<file path="src/rtl/mem_arb_pkg.sv">
// Shared types and constants for the memory-port arbiter.
package mem_arb_pkg;

    typedef enum logic [1:0] {IDLE, ISSUE, WAIT, RESP} state_e;

    typedef enum logic {OWN_IF, OWN_MEM} owner_e;

    localparam logic [2:0] FUNCT3_LWU = 3'b110;

endpackage

</file>
<file path="src/rtl/mem_port_arbiter_if.sv">
// Requester (IF, MEM) and cache-side signals of the shared data-cache port.
interface mem_port_arbiter_if #(
    parameter int unsigned ADDR_W = 64,
    parameter int unsigned DATA_W = 64
);
    logic              if_req_i;
    logic [ADDR_W-1:0] if_addr_i;
    logic              if_rvalid_o;
    logic [DATA_W-1:0] if_rdata_o;

    logic              mem_req_i;
    logic              mem_we_i;
    logic [2:0]        mem_funct3_i;
    logic [ADDR_W-1:0] mem_addr_i;
    logic [DATA_W-1:0] mem_wdata_i;
    logic              mem_rvalid_o;
    logic [DATA_W-1:0] mem_rdata_o;

    logic              cache_req_o;
    logic              cache_we_o;
    logic [2:0]        cache_funct3_o;
    logic [ADDR_W-1:0] cache_addr_o;
    logic [DATA_W-1:0] cache_wdata_o;
    logic              cache_gnt_i;
    logic              cache_rvalid_i;
    logic [DATA_W-1:0] cache_rdata_i;

    logic              err_o;

    // Arbiter view: serves the requesters and masters the cache.
    modport slave (
        input  if_req_i, if_addr_i,
        output if_rvalid_o, if_rdata_o,
        input  mem_req_i, mem_we_i, mem_funct3_i, mem_addr_i, mem_wdata_i,
        output mem_rvalid_o, mem_rdata_o,
        output cache_req_o, cache_we_o, cache_funct3_o, cache_addr_o, cache_wdata_o,
        input  cache_gnt_i, cache_rvalid_i, cache_rdata_i,
        output err_o
    );

    // Environment view: requesters plus the cache.
    modport master (
        output if_req_i, if_addr_i,
        input  if_rvalid_o, if_rdata_o,
        output mem_req_i, mem_we_i, mem_funct3_i, mem_addr_i, mem_wdata_i,
        input  mem_rvalid_o, mem_rdata_o,
        input  cache_req_o, cache_we_o, cache_funct3_o, cache_addr_o, cache_wdata_o,
        output cache_gnt_i, cache_rvalid_i, cache_rdata_i,
        input  err_o
    );

endinterface

</file>
<file path="src/rtl/mem_arb_watchdog.sv">
// Response watchdog: counts enabled cycles, flags expiry at TIMEOUT_CYC-1.
module mem_arb_watchdog #(
    parameter int unsigned TIMEOUT_CYC = 64
) (
    input  logic clk_i,
    input  logic rst_ni,
    input  logic clear_i,
    input  logic en_i,
    output logic expired_o
);
    localparam int unsigned CntW = (TIMEOUT_CYC > 2) ? $clog2(TIMEOUT_CYC) : 1;

    logic [CntW-1:0] cnt_q;

    always_ff @(posedge clk_i or negedge rst_ni) begin
        if (!rst_ni) begin
            cnt_q <= '0;
        end else if (clear_i) begin
            cnt_q <= '0;
        end else if (en_i) begin
            cnt_q <= cnt_q + 1'b1;
        end
    end

    assign expired_o = en_i && (cnt_q == CntW'(TIMEOUT_CYC - 1));

endmodule

</file>
<file path="src/rtl/mem_port_arbiter.sv">
// Shares one data-cache port between instruction fetch and the MEM stage,
// one transaction at a time, with an IF starvation guard and a response watchdog.
module mem_port_arbiter
    import mem_arb_pkg::*;
#(
    parameter int unsigned ADDR_W       = 64,
    parameter int unsigned DATA_W       = 64,
    parameter int unsigned STARVE_LIMIT = 4,
    parameter int unsigned TIMEOUT_CYC  = 64
) (
    input  logic                clk_i,
    input  logic                rst_ni,
    mem_port_arbiter_if.slave   bus
);
    localparam int unsigned StreakW = $clog2(STARVE_LIMIT + 1);
    localparam logic [StreakW-1:0] StreakMax = StreakW'(STARVE_LIMIT);

    state_e              state_q, state_d;
    owner_e              owner_q, owner_d;
    logic [StreakW-1:0]  streak_q, streak_d;
    logic [ADDR_W-1:0]   addr_q, addr_d;
    logic                we_q, we_d;
    logic [2:0]          funct3_q, funct3_d;
    logic [DATA_W-1:0]   wdata_q, wdata_d;
    logic [DATA_W-1:0]   rdata_q, rdata_d;
    logic                err_q, err_d;
    logic                expired;

    mem_arb_watchdog #(
        .TIMEOUT_CYC (TIMEOUT_CYC)
    ) u_watchdog (
        .clk_i     (clk_i),
        .rst_ni    (rst_ni),
        .clear_i   (state_q == IDLE),
        .en_i      ((state_q == ISSUE) || (state_q == WAIT)),
        .expired_o (expired)
    );

    always_ff @(posedge clk_i or negedge rst_ni) begin
        if (!rst_ni) begin
            state_q  <= IDLE;
            owner_q  <= OWN_IF;
            streak_q <= '0;
            addr_q   <= '0;
            we_q     <= 1'b0;
            funct3_q <= '0;
            wdata_q  <= '0;
            rdata_q  <= '0;
            err_q    <= 1'b0;
        end else begin
            state_q  <= state_d;
            owner_q  <= owner_d;
            streak_q <= streak_d;
            addr_q   <= addr_d;
            we_q     <= we_d;
            funct3_q <= funct3_d;
            wdata_q  <= wdata_d;
            rdata_q  <= rdata_d;
            err_q    <= err_d;
        end
    end

    always_comb begin
        state_d  = state_q;
        owner_d  = owner_q;
        streak_d = streak_q;
        addr_d   = addr_q;
        we_d     = we_q;
        funct3_d = funct3_q;
        wdata_d  = wdata_q;
        rdata_d  = rdata_q;
        err_d    = err_q;
        unique case (state_q)
            IDLE: begin
                if (bus.if_req_i || bus.mem_req_i) begin
                    state_d = ISSUE;
                    err_d   = 1'b0;
                    // MEM has priority unless IF has watched STARVE_LIMIT MEM grants go by.
                    if (bus.mem_req_i && !(bus.if_req_i && streak_q == StreakMax)) begin
                        owner_d  = OWN_MEM;
                        addr_d   = bus.mem_addr_i;
                        we_d     = bus.mem_we_i;
                        funct3_d = bus.mem_funct3_i;
                        wdata_d  = bus.mem_wdata_i;
                        if (!bus.if_req_i) begin
                            streak_d = '0;
                        end else if (streak_q != StreakMax) begin
                            streak_d = streak_q + 1'b1;
                        end
                    end else begin
                        owner_d  = OWN_IF;
                        addr_d   = bus.if_addr_i;
                        we_d     = 1'b0;
                        funct3_d = FUNCT3_LWU;
                        wdata_d  = '0;
                        streak_d = '0;
                    end
                end
            end
            ISSUE: begin
                if (bus.cache_gnt_i) begin
                    state_d = WAIT;
                end else if (expired) begin
                    state_d = RESP;
                    rdata_d = '0;
                    err_d   = 1'b1;
                end
            end
            WAIT: begin
                if (bus.cache_rvalid_i) begin
                    state_d = RESP;
                    rdata_d = we_q ? '0 : bus.cache_rdata_i;
                    err_d   = 1'b0;
                end else if (expired) begin
                    state_d = RESP;
                    rdata_d = '0;
                    err_d   = 1'b1;
                end
            end
            RESP: begin
                state_d = IDLE;
            end
            default: begin
                state_d = IDLE;
            end
        endcase
    end

    logic issue, resp;
    assign issue = (state_q == ISSUE);
    assign resp  = (state_q == RESP);

    assign bus.cache_req_o    = issue;
    assign bus.cache_we_o     = issue && we_q;
    assign bus.cache_funct3_o = issue ? funct3_q : 3'b000;
    assign bus.cache_addr_o   = issue ? addr_q : '0;
    assign bus.cache_wdata_o  = issue ? wdata_q : '0;

    assign bus.if_rvalid_o  = resp && (owner_q == OWN_IF);
    assign bus.if_rdata_o   = bus.if_rvalid_o ? rdata_q : '0;
    assign bus.mem_rvalid_o = resp && (owner_q == OWN_MEM);
    assign bus.mem_rdata_o  = bus.mem_rvalid_o ? rdata_q : '0;
    assign bus.err_o        = resp && err_q;

endmodule

</file>
<file path="src/flat_wrapper.sv">
// flat-port wrapper written by rule: the top's interface ports become plain ports
module mem_port_arbiter_flat import mem_arb_pkg::*;
#(
    parameter int unsigned ADDR_W       = 64,
    parameter int unsigned DATA_W       = 64,
    parameter int unsigned STARVE_LIMIT = 4,
    parameter int unsigned TIMEOUT_CYC  = 64
)
  (clk_i, rst_ni, bus_if_req_i, bus_if_addr_i, bus_if_rvalid_o, bus_if_rdata_o, bus_mem_req_i, bus_mem_we_i, bus_mem_funct3_i, bus_mem_addr_i, bus_mem_wdata_i, bus_mem_rvalid_o, bus_mem_rdata_o, bus_cache_req_o, bus_cache_we_o, bus_cache_funct3_o, bus_cache_addr_o, bus_cache_wdata_o, bus_cache_gnt_i, bus_cache_rvalid_i, bus_cache_rdata_i, bus_err_o);
  mem_port_arbiter_if #(.ADDR_W(ADDR_W), .DATA_W(DATA_W)) bus_i ();
  input  logic clk_i;
  input  logic rst_ni;
  input wire logic [$bits(bus_i.if_req_i)-1:0] bus_if_req_i;
  input wire logic [$bits(bus_i.if_addr_i)-1:0] bus_if_addr_i;
  output wire logic [$bits(bus_i.if_rvalid_o)-1:0] bus_if_rvalid_o;
  output wire logic [$bits(bus_i.if_rdata_o)-1:0] bus_if_rdata_o;
  input wire logic [$bits(bus_i.mem_req_i)-1:0] bus_mem_req_i;
  input wire logic [$bits(bus_i.mem_we_i)-1:0] bus_mem_we_i;
  input wire logic [$bits(bus_i.mem_funct3_i)-1:0] bus_mem_funct3_i;
  input wire logic [$bits(bus_i.mem_addr_i)-1:0] bus_mem_addr_i;
  input wire logic [$bits(bus_i.mem_wdata_i)-1:0] bus_mem_wdata_i;
  output wire logic [$bits(bus_i.mem_rvalid_o)-1:0] bus_mem_rvalid_o;
  output wire logic [$bits(bus_i.mem_rdata_o)-1:0] bus_mem_rdata_o;
  output wire logic [$bits(bus_i.cache_req_o)-1:0] bus_cache_req_o;
  output wire logic [$bits(bus_i.cache_we_o)-1:0] bus_cache_we_o;
  output wire logic [$bits(bus_i.cache_funct3_o)-1:0] bus_cache_funct3_o;
  output wire logic [$bits(bus_i.cache_addr_o)-1:0] bus_cache_addr_o;
  output wire logic [$bits(bus_i.cache_wdata_o)-1:0] bus_cache_wdata_o;
  input wire logic [$bits(bus_i.cache_gnt_i)-1:0] bus_cache_gnt_i;
  input wire logic [$bits(bus_i.cache_rvalid_i)-1:0] bus_cache_rvalid_i;
  input wire logic [$bits(bus_i.cache_rdata_i)-1:0] bus_cache_rdata_i;
  output wire logic [$bits(bus_i.err_o)-1:0] bus_err_o;
  assign bus_i.if_req_i = bus_if_req_i;
  assign bus_i.if_addr_i = bus_if_addr_i;
  assign bus_if_rvalid_o = bus_i.if_rvalid_o;
  assign bus_if_rdata_o = bus_i.if_rdata_o;
  assign bus_i.mem_req_i = bus_mem_req_i;
  assign bus_i.mem_we_i = bus_mem_we_i;
  assign bus_i.mem_funct3_i = bus_mem_funct3_i;
  assign bus_i.mem_addr_i = bus_mem_addr_i;
  assign bus_i.mem_wdata_i = bus_mem_wdata_i;
  assign bus_mem_rvalid_o = bus_i.mem_rvalid_o;
  assign bus_mem_rdata_o = bus_i.mem_rdata_o;
  assign bus_cache_req_o = bus_i.cache_req_o;
  assign bus_cache_we_o = bus_i.cache_we_o;
  assign bus_cache_funct3_o = bus_i.cache_funct3_o;
  assign bus_cache_addr_o = bus_i.cache_addr_o;
  assign bus_cache_wdata_o = bus_i.cache_wdata_o;
  assign bus_i.cache_gnt_i = bus_cache_gnt_i;
  assign bus_i.cache_rvalid_i = bus_cache_rvalid_i;
  assign bus_i.cache_rdata_i = bus_cache_rdata_i;
  assign bus_err_o = bus_i.err_o;
  mem_port_arbiter #(.ADDR_W(ADDR_W), .DATA_W(DATA_W), .STARVE_LIMIT(STARVE_LIMIT), .TIMEOUT_CYC(TIMEOUT_CYC)) u_core (.clk_i(clk_i), .rst_ni(rst_ni), .bus(bus_i));
endmodule
</file>
<file path="config.mk">
export PLATFORM = sky130hd
export DESIGN_NAME = mem_port_arbiter_flat
export DESIGN_NICKNAME = d
export VERILOG_FILES = /design/src/rtl/mem_arb_pkg.sv /design/src/rtl/mem_port_arbiter_if.sv /design/src/rtl/mem_arb_watchdog.sv /design/src/rtl/mem_port_arbiter.sv /design/src/flat_wrapper.sv
export SDC_FILE = /design/constraint.sdc
export NUM_CORES = 1
export LEC_CHECK = 0
export ABC_CLOCK_PERIOD_IN_PS = 2600
export CAP_MARGIN = 30
export CORE_AREA = 2 2 207 209
export CTS_CLUSTER_SIZE = 14
export DETAILED_ROUTE_END_ITERATION = 16
export DIE_AREA = 0 0 209 211
export MAX_ROUTING_LAYER = met4
export RECOVER_POWER = 25
export SYNTH_ARGS = -nofsm -noshare
export SYNTH_HDL_FRONTEND = slang
export SYNTH_SLANG_ARGS = --single-unit
</file>
<file path="constraint.sdc">
create_clock -name clk_i -period 2.6 [get_ports clk_i]
set_clock_uncertainty 0.05 [all_clocks]
set_input_delay 0.26 -clock clk_i [delete_from_list [all_inputs] [get_ports clk_i]]
set_output_delay 0.26 -clock clk_i [all_outputs]
set_load 0.02 [all_outputs]
</file>
==> impl_metrics.env, run 1 <==
# flow metrics
export IMPL_n_tap_cell=539
export IMPL_top_cells_by_area="dfrtp_1 (45%), and2_1 (11%), nor4bb_1 (5.6%)"
export IMPL_rows=75
export IMPL_synth_adder_area_share_pct=0.870
export IMPL_fin_crit_sh_pct=97.7
export IMPL_fp_util_pct=27.6
export IMPL_path_depth=4
export IMPL_slew_headroom_pct=19.3
export IMPL_n_antenna_cell=2
export IMPL_hold_class="in2reg"
export IMPL_ys_sh_aoi_pct=15.7
export IMPL_die_x_um=209
export IMPL_worst_setup_path_end_kind="primary output"
export IMPL_final_setup_tns_ns=0
export IMPL_dominant_cells="combinational gates"
export IMPL_warning_count=31
export IMPL_crit_path_start_kind="register"
export IMPL_nNonClkBuffers=569
export IMPL_grt_pass1_vias=11353
export IMPL_clockBufferDepth=3
export IMPL_status="finished clean"
export IMPL_r2r_end="u_core.addr_q[43]"
export IMPL_post_synth_cell_area_avg_um2=9.64
export IMPL_nNonClkInverters=5
export IMPL_dpl_cell_count=2164
export IMPL_postPlaceCellArea_um2=17400
export IMPL_antenna_found_initial=2
export IMPL_cp_arrival_ns=2.23
export IMPL_place_hpwl_mm=31.1
export IMPL_ctsResizeCount=242
export IMPL_hold_start="bus_mem_req_i"
export IMPL_grt_pass1_wl_mm=68.5
export IMPL_detail_route_antenna_nets=0
export IMPL_fin_ws_ns=0.0604
export IMPL_nonClkBufAreaFrac_pct=30.7
export IMPL_grt_start_max_net_pins=79
export IMPL_critPathBufInv=2
export IMPL_drcViolationCount=0
export IMPL_place_congestion=0.820
export IMPL_rr_worst_depth=6
export IMPL_utilization_pct=43.1
export IMPL_clock_latency_ns=0.54
export IMPL_period_minus_slack_ns=2.54
export IMPL_p_per_area_nw_per_um2=907
export IMPL_yosysTopAreaCell="dfrtp_1"
export IMPL_flops=209
export IMPL_yosys_area_um2=11500
export IMPL_clock_sinks=209
export IMPL_startpoint="u_core.state_q[0]"
export IMPL_r2r_slack_ns=0.41
export IMPL_place_ws_ns=0.293
export IMPL_io_buffers=529
export IMPL_die_h_um=211
export IMPL_holdBufCountCts=1
export IMPL_post_cts_buffers=2
export IMPL_path_cells="ha_4, buf_12, and3_1, clkdlybuf4s50_1"
export IMPL_coreArea_um2=41800
export IMPL_h_tree_depth=1
export IMPL_overflow=0
export IMPL_yosysWarnings=0
export IMPL_cts_tree="built"
export IMPL_synthCells=1194
export IMPL_drive_gt1_share_pct=5.38
export IMPL_tightest_slew_ns=1.21
export IMPL_async_reset_ff_share_pct=100
export IMPL_viasPerCell=5.02
export IMPL_holdWs_ns=0.108
export IMPL_crit_family="buffers and inverters"
export IMPL_irDropWorstVdd_v=0.000501
export IMPL_final_comb_area_um2=5720
export IMPL_critical_path_slowest_cell="clkdlybuf4s50_1"
export IMPL_synth_flops=209
export IMPL_critPathKind="reg2out"
export IMPL_ys_flop_type="dfrtp_1"
export IMPL_cp_data_required_time_ns=2.29
export IMPL_critPathMaxFanout=32
export IMPL_nFillCells=4160
export IMPL_clock_tree_area_fraction_pct=4.55
export IMPL_hold_depth=3
export IMPL_power_uw=16300
## run 1: per-layer routing
layer	share of wire, %	global-route usage, %
met3	7.2	4.74
met4	1.9	4.70
met2	48	33.0
met1	43	25.9
met5	0	-
## run 1: Yosys cell counts (8+ instances only)
| cell type | instances |
|---|---|
| a211o_1 | 64 |
| nor2b_1 | 67 |
| and3_1 | 65 |
| o211ai_1 | 64 |
| buf_1 | 12 |
| nand2_1 | 139 |
| and2_1 | 199 |
| buf_6 | 8 |
| clkbuf_1 | 80 |
| a22o_1 | 67 |
| dfrtp_1 | 209 |
| nor4bb_1 | 64 |
| nand4_1 | 65 |
| buf_2 | 31 |
| ha_1 | 8 |
## run 1: power breakdown
group	switching [µW]	total [µW]	internal, µW	leakage, µW
sequential	710	5050	4340	0.00237
clock	1440	3590	2150	0.000397
combinational	4420	7680	3260	0.00551
total	6570	16300	9750	0.00827
## run 1: cell usage in the layout, fill, tap and decap left out, types with 3 or more instances in the layout
cell and instances:
clkdlybuf4s50_1 290, dlygate4sd2_1 233, dfrtp_1 205, and2_1 198, nand2_1 138, a22o_1 67, nor2b_1 66, nand4_1 65
and3_1 64, nor4bb_1 64, a211o_1 64, o211ai_1 64, clkbuf_16 27, buf_4 18, buf_12 13, clkbuf_1 11
nor2_1 7, o21ai_0 7, inv_1 5, ha_1 5, nand3_1 4, a31oi_1 3, clkbuf_2 3, dlymetal6s2s_1 3
dfrtp_2 3
## run 1: state kept, by name, indices dropped and copies added, names as in the netlist
| name | flops |
|---|---|
| u_core.err_q | 1 |
| u_core.rdata_q | 64 |
| u_core.we_q | 1 |
| u_core.state_q | 2 |
| u_core.u_watchdog.cnt_q | 6 |
| u_core.wdata_q | 64 |
| u_core.streak_q | 3 |
| u_core.funct3_q | 3 |
| u_core.addr_q | 64 |
| u_core.owner_q | 1 |
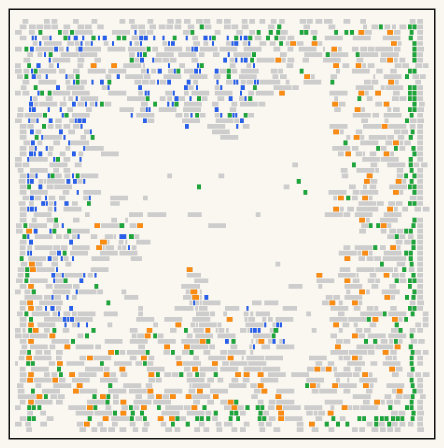
Figure 1: run 1, selected gate families.
Green shows and/or cells, cells 266, most used and2_1, where widely spread. Blue shows nand cells, cells 210, most used nand2_1. Orange shows non-inverting ao/oa cells, cells 140, most used a22o_1, where widely spread.
most frequent logic cell in the layout: clkdlybuf4s50_1
Layout Cells excl Fill: 2,215
logic share of the area: 31.8%

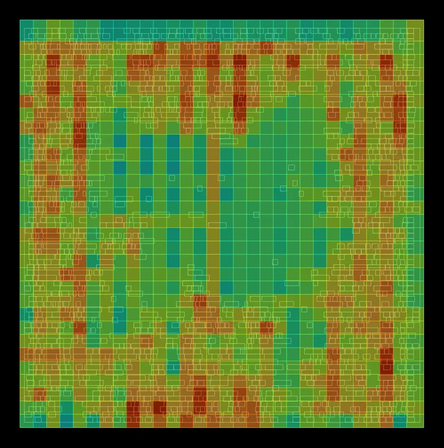
Figure 2: run 1, congestion heat map.
drt wl/cell: 20.5 µm
met1 Usage GRT: 25.9%
All-Layer GR Usage: 20.3%

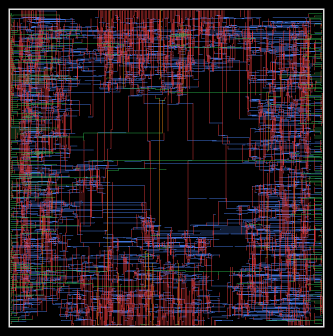
Figure 3: run 1, routed metal, one colour a layer.
Orange shows M4, wire length 866 µm. Blue shows M1, wire length 19,600 µm. Green shows M3, wire length 3,250 µm. Red shows M2, wire length 21.7 mm.
routed vias: 11.1k
Routed WL: 45.4 mm

## Run 2: what changed since run 1
--- a/config.mk
+++ b/config.mk
@@ -5,12 +5,13 @@
 export SDC_FILE = /design/constraint.sdc
 export NUM_CORES = 1
 export LEC_CHECK = 0
+export ABC_AREA = 1
 export ABC_CLOCK_PERIOD_IN_PS = 2600
 export CAP_MARGIN = 30
-export CORE_AREA = 2 2 207 209
+export CORE_AREA = 2 2 205 207
 export CTS_CLUSTER_SIZE = 14
 export DETAILED_ROUTE_END_ITERATION = 16
-export DIE_AREA = 0 0 209 211
+export DIE_AREA = 0 0 207 209
 export MAX_ROUTING_LAYER = met4
 export RECOVER_POWER = 25
 export SYNTH_ARGS = -nofsm -noshare
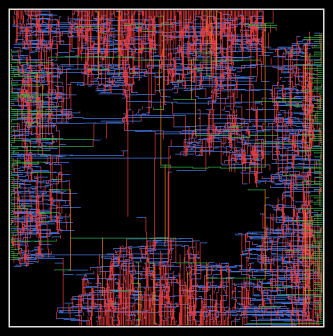
Figure 4: run 2, routed metal, one colour a layer.
Green shows M3, wire length 2,480 µm. Red shows M2, wire length 18,600 µm. Blue shows M1, wire length 16,200 µm. Orange shows M4, wire length 1,150 µm.

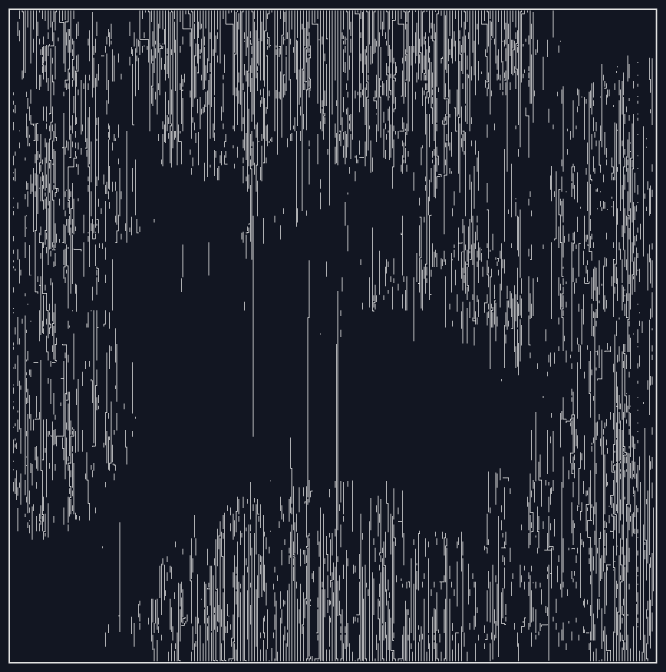
Figure 5: run 2, the metal 2 layer.
The layer holds 48% of the routed length. The layer carries 18,600 µm of wire. The longest straight run is 101 µm. The wires run mostly vertical.

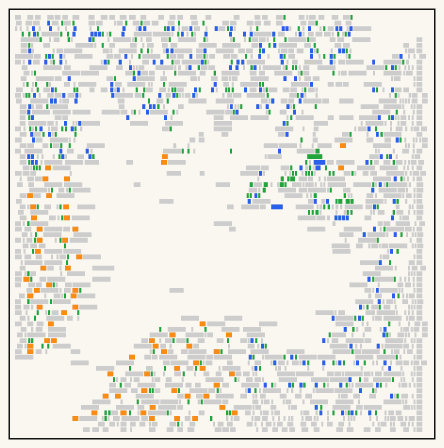
Figure 6: run 2, selected gate families.
Orange shows non-inverting ao/oa cells, cells 67, most used a22o_1. Blue shows aoi and oai cells, cells 206, most used a21oi_1, where widely spread. Green shows nand cells, cells 299, most used nand2_1, where widely spread.
logic share of the area: 22.1%
most frequent logic cell in the layout: nand2_1

==> impl_metrics.env, run 2 <==
# flow metrics
export IMPL_status="finished clean"
export IMPL_n_antenna_cell=5
export IMPL_ys_flop_type="dfrtp_1"
export IMPL_cp_arrival_ns=2.17
export IMPL_grt_pass1_vias=10482
export IMPL_nNonClkInverters=283
export IMPL_rr_worst_depth=8
export IMPL_grt_start_max_net_pins=93
export IMPL_synth_adder_area_share_pct=0.961
export IMPL_die_x_um=207
export IMPL_hold_depth=3
export IMPL_final_comb_area_um2=3740
export IMPL_final_cell_mix="nand2_1 (286), inv_1 (278), clkdlybuf4s50_1 (268)"
export IMPL_ctsResizeCount=260
export IMPL_async_reset_ff_share_pct=100
export IMPL_holdBufCountCts=1
export IMPL_post_cts_buffers=5
export IMPL_place_hpwl_mm=27.7
export IMPL_final_setup_tns_ns=0
export IMPL_clockBufferDepth=3
export IMPL_vias=10650
export IMPL_synth_flops=209
export IMPL_post_synth_cell_area_avg_um2=7.63
export IMPL_detail_route_antenna_nets=0
export IMPL_hold_start="bus_cache_rdata_i[9]"
export IMPL_slew_headroom_pct=0.975
export IMPL_drcViolationCount=0
export IMPL_die_h_um=209
export IMPL_nonClkBufAreaFrac_pct=32.1
export IMPL_cp_data_required_time_ns=2.29
export IMPL_wirelength_mm=38.4
export IMPL_top_cells_by_area="dfrtp_1 (50%), nand2_1 (10%), inv_1 (10%)"
export IMPL_coreArea_um2=41300
export IMPL_top_cells_by_count="nand2_1 (287), inv_1 (279), dfrtp_1 (209)"
export IMPL_r2r_end="u_core.rdata_q[57]"
export IMPL_critical_path_slowest_cell="dfrtp_1"
export IMPL_viasPerCell=4.38
export IMPL_cts_tree="built"
export IMPL_synthCells=1365
export IMPL_n_tap_cell=539
export IMPL_rows=75
export IMPL_io_buffers=529
export IMPL_place_ws_ns=0.215
export IMPL_hold_class="in2reg"
export IMPL_yosysWarnings=0
export IMPL_flops=209
export IMPL_warning_count=31
export IMPL_tightest_slew_ns=1.49
export IMPL_utilization_pct=41.0
export IMPL_grt_usage_pct=17.4
export IMPL_fin_crit_sh_pct=95.4
export IMPL_critPathBufInv=4
export IMPL_holdPathEnd="u_core.rdata_q[9]"
export IMPL_fp_util_pct=25.2
export IMPL_r2r_slack_ns=0.44
export IMPL_period_minus_slack_ns=2.48
export IMPL_largestRegisters="u_core.addr_q x64, u_core.rdata_q x64, u_core.wdata_q x64"
export IMPL_critPathKind="reg2out"
export IMPL_yosysTopAreaCell="dfrtp_1"
export IMPL_overflow=0
export IMPL_most_common_cell="nand2_1"
export IMPL_nFillCells=4377
export IMPL_antenna_found_initial=5
export IMPL_clock_latency_ns=0.52
export IMPL_fin_ws_ns=0.118
## run 2: routing by layer
layer | track usage (%) | part of all wire, % | wire length, µm | vias to the layer above
li1 | - | - | - | 5168
met4 | 6.23 | 3.0 | 1150 | 0
met2 | 28.5 | 48 | 18600 | 418
met3 | 3.07 | 6.5 | 2480 | 58
met1 | 21.5 | 42 | 16200 | 5006
met5 | - | 0 | 0 | -
## run 2: how the worst max path moves through the flow
stage | start | end | slack [ns] | depth (start not counted)
2_1_floorplan | u_core.state_q[0] | bus_if_rdata_o[10] | 0.56 | 6
3_3_place_gp | u_core.state_q[1] | bus_if_rdata_o[15] | 0.28 | 7
3_5_place_dp | u_core.state_q[1] | bus_if_rdata_o[22] | 0.21 | 7
4_1_cts | u_core.state_q[1] | bus_if_rdata_o[22] | 0.02 | 7
5_1_grt | u_core.state_q[1] | bus_cache_addr_o[8] | 0.006 | 7
6_report | u_core.state_q[1] | bus_if_rdata_o[35] | 0.12 | 7
## run 2: where the power goes
group | total (µW) | internal [µW] | switching (µW)
Clock | 3400 | 2030 | 1370
Combinational | 7200 | 2840 | 4360
Sequential | 5280 | 4550 | 738
Total | 15900 | 9410 | 6470
## run 2: stage by stage
| step | hold slack [ns] | instance area (µm²) | instances | total power (µW) |
|---|---|---|---|---|
| after floorplan | -0.0856 | 10400 | 1365 | 9580 |
| after global placement | 0.225 | 16400 | 2378 | 13000 |
| final | 0.233 | 16900 | 2433 | 15900 |
| after global routing | 0.222 | 16900 | 2433 | 17000 |
| after CTS | 0.196 | 16900 | 2427 | 16100 |
| after detailed placement | 0.225 | 16400 | 2378 | 13100 |
Power figures rest on the tool's default switching activity, not on a simulated workload.
